--- src/rtl/i2c_slave_ctrl.sv ---
// -----------------------------------------------------------------------------
// i2c_slave_ctrl
//
// Transaction sequencer for the I2C slave front end. Sits behind the start/stop
// and address decode stage, watches the raw bus lines through local
// synchronizers, and walks each slave transaction through its phases:
// address, address ACK, received data bytes with ACKs, and transmitted data
// bytes with master ACK/NACK checks.
//
// Ports:
//   clk            system clock
//   n_rst          asynchronous active-low reset
//   scl            raw bus SCL (synchronized here, 3 flops for edge detect)
//   sda_in         raw bus SDA (synchronized here, 2 flops; master ACK sampling)
//   start_found    one-cycle start / repeated-start pulse from decode
//   stop_found     one-cycle stop pulse from decode
//   address_match  first byte matched the slave address
//   rw_mode        R/W bit of the first byte (1 = master read)
//   rx_enable      strobe: rx shift register samples SDA
//   tx_enable      strobe: tx shift register advances to its next bit
//   load_data      strobe: tx shift register loads from the FIFO
//   read_fifo      strobe: TX-FIFO pop, always coincident with load_data
//   byte_received  registered pulse: a full write-data byte is in the rx register
//   sda_mode       registered SDA mux select:
//                    00 release, 01 drive 0 (ACK), 10 drive 1, 11 drive tx bit
//   busy           high whenever the sequencer is not idle
// -----------------------------------------------------------------------------
module i2c_slave_ctrl #(
  parameter int unsigned DATA_BITS = 8
) (
  input  logic       clk,
  input  logic       n_rst,
  input  logic       scl,
  input  logic       sda_in,
  input  logic       start_found,
  input  logic       stop_found,
  input  logic       address_match,
  input  logic       rw_mode,
  output logic       rx_enable,
  output logic       tx_enable,
  output logic       load_data,
  output logic       read_fifo,
  output logic       byte_received,
  output logic [1:0] sda_mode,
  output logic       busy
);

  localparam int unsigned CntW = $clog2(DATA_BITS + 1);

  localparam logic [CntW-1:0] CntZero    = '0;
  localparam logic [CntW-1:0] CntLast    = CntW'(DATA_BITS);
  localparam logic [CntW-1:0] CntPreLast = CntW'(DATA_BITS - 1);

  localparam logic [1:0] SdaRelease = 2'b00;
  localparam logic [1:0] SdaAck     = 2'b01;
  localparam logic [1:0] SdaTx      = 2'b11;

  typedef enum logic [3:0] {
    StIdle,
    StAddr,
    StAddrChk,
    StAckAddr,
    StRxByte,
    StAckRx,
    StTxByte,
    StChkAck,
    StSkip
  } state_e;

  state_e          state_q;
  logic [CntW-1:0] bit_cnt_q;
  logic            scl_q1, scl_q2, scl_q3;
  logic            sda_q1, sda_q2;

  logic scl_rise;
  logic scl_fall;
  logic bus_override;

  assign scl_rise     = scl_q2 & ~scl_q3;
  assign scl_fall     = ~scl_q2 & scl_q3;
  // Start/stop take priority over whatever the current state would do this cycle,
  // so no strobe may fire alongside them.
  assign bus_override = stop_found | start_found;

  assign busy = (state_q != StIdle);

  // Shift-register strobes are combinational so they line up with the edge pulse.
  always_comb begin
    rx_enable = 1'b0;
    tx_enable = 1'b0;
    load_data = 1'b0;
    if (!bus_override) begin
      rx_enable = scl_rise && ((state_q == StAddr) || (state_q == StRxByte));
      // Bit 1 is presented by the load; bits 2..DATA_BITS need an advance after
      // the falls that follow data rises 1..DATA_BITS-1.
      tx_enable = scl_fall && (state_q == StTxByte) &&
                  (bit_cnt_q != CntZero) && (bit_cnt_q < CntLast);
      // In the ACK states a zero count means the ACK rise has already passed,
      // so this fall closes the ACK slot.
      load_data = scl_fall && (bit_cnt_q == CntZero) &&
                  (((state_q == StAckAddr) && rw_mode) || (state_q == StChkAck));
    end
    read_fifo = load_data;
  end

  always_ff @(posedge clk or negedge n_rst) begin
    if (!n_rst) begin
      state_q       <= StIdle;
      bit_cnt_q     <= '0;
      scl_q1        <= 1'b0;
      scl_q2        <= 1'b0;
      scl_q3        <= 1'b0;
      sda_q1        <= 1'b0;
      sda_q2        <= 1'b0;
      byte_received <= 1'b0;
      sda_mode      <= SdaRelease;
    end else begin
      scl_q1        <= scl;
      scl_q2        <= scl_q1;
      scl_q3        <= scl_q2;
      sda_q1        <= sda_in;
      sda_q2        <= sda_q1;
      byte_received <= 1'b0;

      if (stop_found) begin
        state_q   <= StIdle;
        bit_cnt_q <= '0;
        sda_mode  <= SdaRelease;
      end else if (start_found) begin
        state_q   <= StAddr;
        bit_cnt_q <= '0;
        sda_mode  <= SdaRelease;
      end else begin
        unique case (state_q)
          StIdle: begin
            sda_mode <= SdaRelease;
          end

          StAddr: begin
            if (scl_rise) begin
              bit_cnt_q <= bit_cnt_q + 1'b1;
              if (bit_cnt_q == CntPreLast) state_q <= StAddrChk;
            end
          end

          // Single settle cycle for the rx register and the address decode.
          StAddrChk: begin
            state_q <= address_match ? StAckAddr : StSkip;
          end

          // Count sits at DATA_BITS on entry: first fall drives the ACK, the ACK
          // rise wraps the count to zero, and the next fall ends the slot.
          StAckAddr, StAckRx: begin
            if (scl_fall && (bit_cnt_q == CntLast)) begin
              sda_mode <= SdaAck;
            end else if (scl_rise && (bit_cnt_q == CntLast)) begin
              bit_cnt_q <= '0;
            end else if (scl_fall && (bit_cnt_q == CntZero)) begin
              if ((state_q == StAckAddr) && rw_mode) begin
                sda_mode <= SdaTx;
                state_q  <= StTxByte;
              end else begin
                sda_mode <= SdaRelease;
                state_q  <= StRxByte;
              end
            end
          end

          StRxByte: begin
            if (scl_rise) begin
              bit_cnt_q <= bit_cnt_q + 1'b1;
              if (bit_cnt_q == CntPreLast) begin
                byte_received <= 1'b1;
                state_q       <= StAckRx;
              end
            end
          end

          StTxByte: begin
            if (scl_rise) begin
              bit_cnt_q <= bit_cnt_q + 1'b1;
            end else if (scl_fall && (bit_cnt_q == CntLast)) begin
              // Release the line so the master can drive its ACK bit.
              sda_mode <= SdaRelease;
              state_q  <= StChkAck;
            end
          end

          StChkAck: begin
            if (scl_rise && (bit_cnt_q == CntLast)) begin
              bit_cnt_q <= '0;
              if (sda_q2) state_q <= StSkip;
            end else if (scl_fall && (bit_cnt_q == CntZero)) begin
              sda_mode <= SdaTx;
              state_q  <= StTxByte;
            end
          end

          StSkip: begin
            sda_mode <= SdaRelease;
          end

          default: begin
            state_q   <= StIdle;
            bit_cnt_q <= '0;
            sda_mode  <= SdaRelease;
          end
        endcase
      end
    end
  end

endmodule

--- config.mk ---
export PLATFORM = sky130hd
export DESIGN_NAME = i2c_slave_ctrl
export DESIGN_NICKNAME = d
export VERILOG_FILES = /design/src/rtl/i2c_slave_ctrl.sv
export SDC_FILE = /design/constraint.sdc
export NUM_CORES = 1
export LEC_CHECK = 0
export ABC_AREA = 1
export CORE_ASPECT_RATIO = 0.7
export CORE_MARGIN = 2
export CORE_UTILIZATION = 55
export DETAILED_ROUTE_END_ITERATION = 12
export GPL_TIMING_DRIVEN = 0
export PLACE_DENSITY = 0.8
export SLEW_MARGIN = 20
export SYNTH_ARGS = -nofsm -noshare
export SYNTH_HDL_FRONTEND = slang
export SYNTH_SLANG_ARGS = --single-unit
--- constraint.sdc ---
create_clock -name clk -period 5.08 [get_ports clk]
set_clock_uncertainty 0.1 [all_clocks]
set_input_delay 1.27 -clock clk [delete_from_list [all_inputs] [get_ports clk]]
set_output_delay 1.27 -clock clk [all_outputs]
set_load 0.1 [all_outputs]
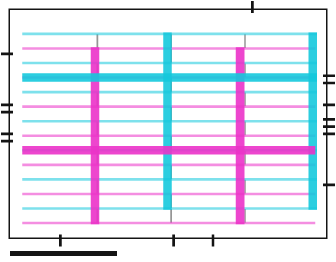
**Above:** power grid.
The bar under the picture is 20 um long. Pins as bars on the die edge. Tap cells in grey.
Key: VDD = cyan; VSS = magenta
14 met1 rails follow the rows. The core has 13 rows. 2 straps on met5. 4 straps on met4.

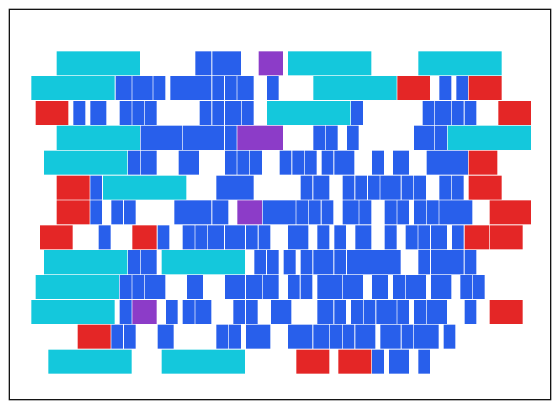
**Above:** placed cells, one colour a class.
Key: clock drivers and dummy loads = purple [cells 4]; remaining buffers and delay cells = red [cells 17]; remaining logic cells = blue [cells 156]; registers = cyan [cells 16]

==> run notes <==
The flow completed. The flow ran to the end, and the final reports show no timing, DRC or antenna violations. CTS placed an instance of sky130_fd_sc_hd__clkbuf_4 at the clock tree root. In the Yosys report the total cell count is 174. Minimum setup slack among reg-to-reg paths landed at 3.26 ns. Summing every instance area after synthesis gives 1170 um2. Shortest clock period the worst path allows after layout landed at 4.92 ns.

Clock sink count landed at 16. By startpoint and endpoint, the worst setup path is classified as input port to output port. Fraction of post-synthesis cell area in the top cell type by area landed at 34.3%. The first detailed-routing pass took 4 iterations. Once the clock tree was built, the setup fixing pass inserted 0 buffers. The floorplan step defined a die boundary enclosing 2510 um2. Count of distinct cell types in the synthesized netlist landed at 26. Total of endpoints with negative setup slack in the final report landed at 0. I/O pin count landed at 16. During placement, the flow inserted port buffers numbering 15.

For this run the detailed placement stage logged an HPWL of 2100 um. The arrival time of data at the worst endpoint is listed as 3.55 ns. TritonCTS built the clock tree. For this sky-water flow run, the detailed-routed wirelength per cell is reported as 12.4 um. Once the floorplan was initialized, standard cells occupied 60.3% of the core. Looking at the max-slew report, the worst-margin pin has a slew of 0.964 ns. Highest net fanout along the worst path landed at 4. Per the post-synthesis report, the number of cells in the design is 174.
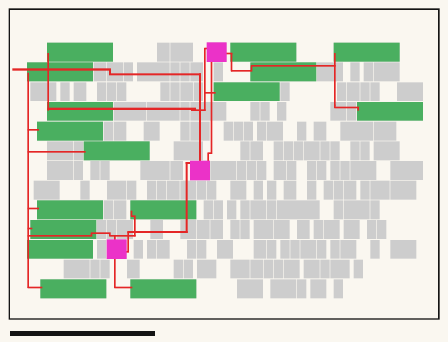
**Above:** routed clock nets over the placement.
The bar under the picture is 20 um long.
Key: clock wires = red [length 226 um]; clock-net drivers = magenta [count 3]; flip-flops = green [count 16]
There are 4 routed clock nets.

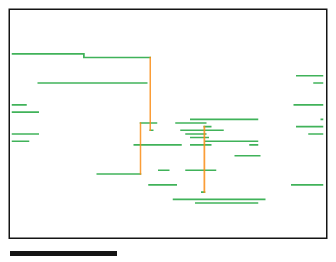
**Above:** signal wires by layer.
The bar under the picture is 20 um long. Two of the layers only.
Key: M4 = orange [wire length 35.4 um]; M3 = green [wire length 201 um]

-- layer usage --
| metal | wire length [um] | share of wire, % |
|---|---|---|
| met3 | 201 | 7.6 |
| met5 | 0 | 0 |
| met4 | 35 | 1.3 |
| met2 | 1070 | 40 |
| met1 | 1350 | 51 |
-- metrics by stage --
| step | area [um2] | util, % | setup TNS [ns] |
|---|---|---|---|
| after floorplan | 1180 | - | 0 |
| after global placement | 1360 | 70.1 | -0.0450 |
| after detailed placement | 1360 | 70.1 | -0.0529 |
| after CTS | 1390 | 71.9 | 0 |
| after global routing | 1390 | 72.0 | 0 |
| final | 1390 | 72.0 | 0 |
-- cells in the final DEF, fill, tap and decap left out, types with 3 or more instances in the layout --
master	count
sky130_fd_sc_hd__inv_2	3
sky130_fd_sc_hd__nand2_1	54
sky130_fd_sc_hd__nor2_1	19
sky130_fd_sc_hd__o211ai_1	3
sky130_fd_sc_hd__inv_1	22
sky130_fd_sc_hd__nand3_1	18
sky130_fd_sc_hd__nor2_2	8
sky130_fd_sc_hd__clkdlybuf4s50_1	13
sky130_fd_sc_hd__clkbuf_4	3
sky130_fd_sc_hd__nand2_2	9
sky130_fd_sc_hd__dfrtp_1	16
sky130_fd_sc_hd__a21oi_1	3
-- flip-flops by register name, indices dropped and copies added, names as in the netlist --
register	cells
bit_cnt_q	4
state_q	4
sda_mode	2
byte_received	1
scl_q1	1
scl_q2	1
scl_q3	1
sda_q1	1
sda_q2	1
-- final timing paths --
path / from / to / cells after the start
worst max register to register: bit_cnt_q[0] / state_q[2] / 11
max in group asynchronous: n_rst / bit_cnt_q[0] / 1
worst min-delay path: sda_q1 / sda_q2 / 0
worst max-delay path: stop_found / load_data / 5
worst min register to register: sda_q1 / sda_q2 / 0
min in group asynchronous: n_rst / scl_q1 / 1
-- worst max-delay path, stage by stage --
cell                              delay, ns
sky130_fd_sc_hd__clkdlybuf4s50_1       0.44
sky130_fd_sc_hd__nor2_1                0.29
sky130_fd_sc_hd__inv_1                 0.17
sky130_fd_sc_hd__nor3_2                0.22
sky130_fd_sc_hd__clkdlybuf4s50_1       1.16
-- cell type report --
| type | instances | share of cell area, % |
|---|---|---|
| clock buffers | 4 | 2.60 |
| multi-input cells | 129 | 47.4 |
| inverters | 27 | 7.36 |
| well taps | 22 | 1.97 |
| flip-flops and latches | 16 | 28.7 |
| repair buffers | 15 | 10.9 |
| plain buffers | 2 | 1.08 |
-- where the power goes --
part / switching (mW) / total [mW] / internal, mW
Sequential: 0.00336 / 0.134 / 0.130
Clock: 0.0421 / 0.0858 / 0.0437
Combinational: 0.0317 / 0.0471 / 0.0154
-- cells in the mapped netlist, drive strengths merged --
master and count:
a21boi 1, a21oi 4, buf 2, clkinv 2, dfrtp 16, ha 2
inv 25, nand2 64, nand3 19, nand3b 1, nor2 27, nor3 2
nor3b 1, nor4 2, o211ai 3, o21ai 1, or2 1, xor2 1
-- logic make-up (layout without fill, tap and decap cells) --
kind of cell,Yosys count,in the layout,synth area share [%]
and+or+nand+nor,117,117,46.7
buffers and inverters,29,48,10.1
DFF,16,16,34.3
AOI/OAI and AO/OA,9,9,6.00
adders and majority gates,2,2,2.14
xor gates and xnor gates,1,1,0.750
No activity file was given, so power comes from the tool's default toggle rates.
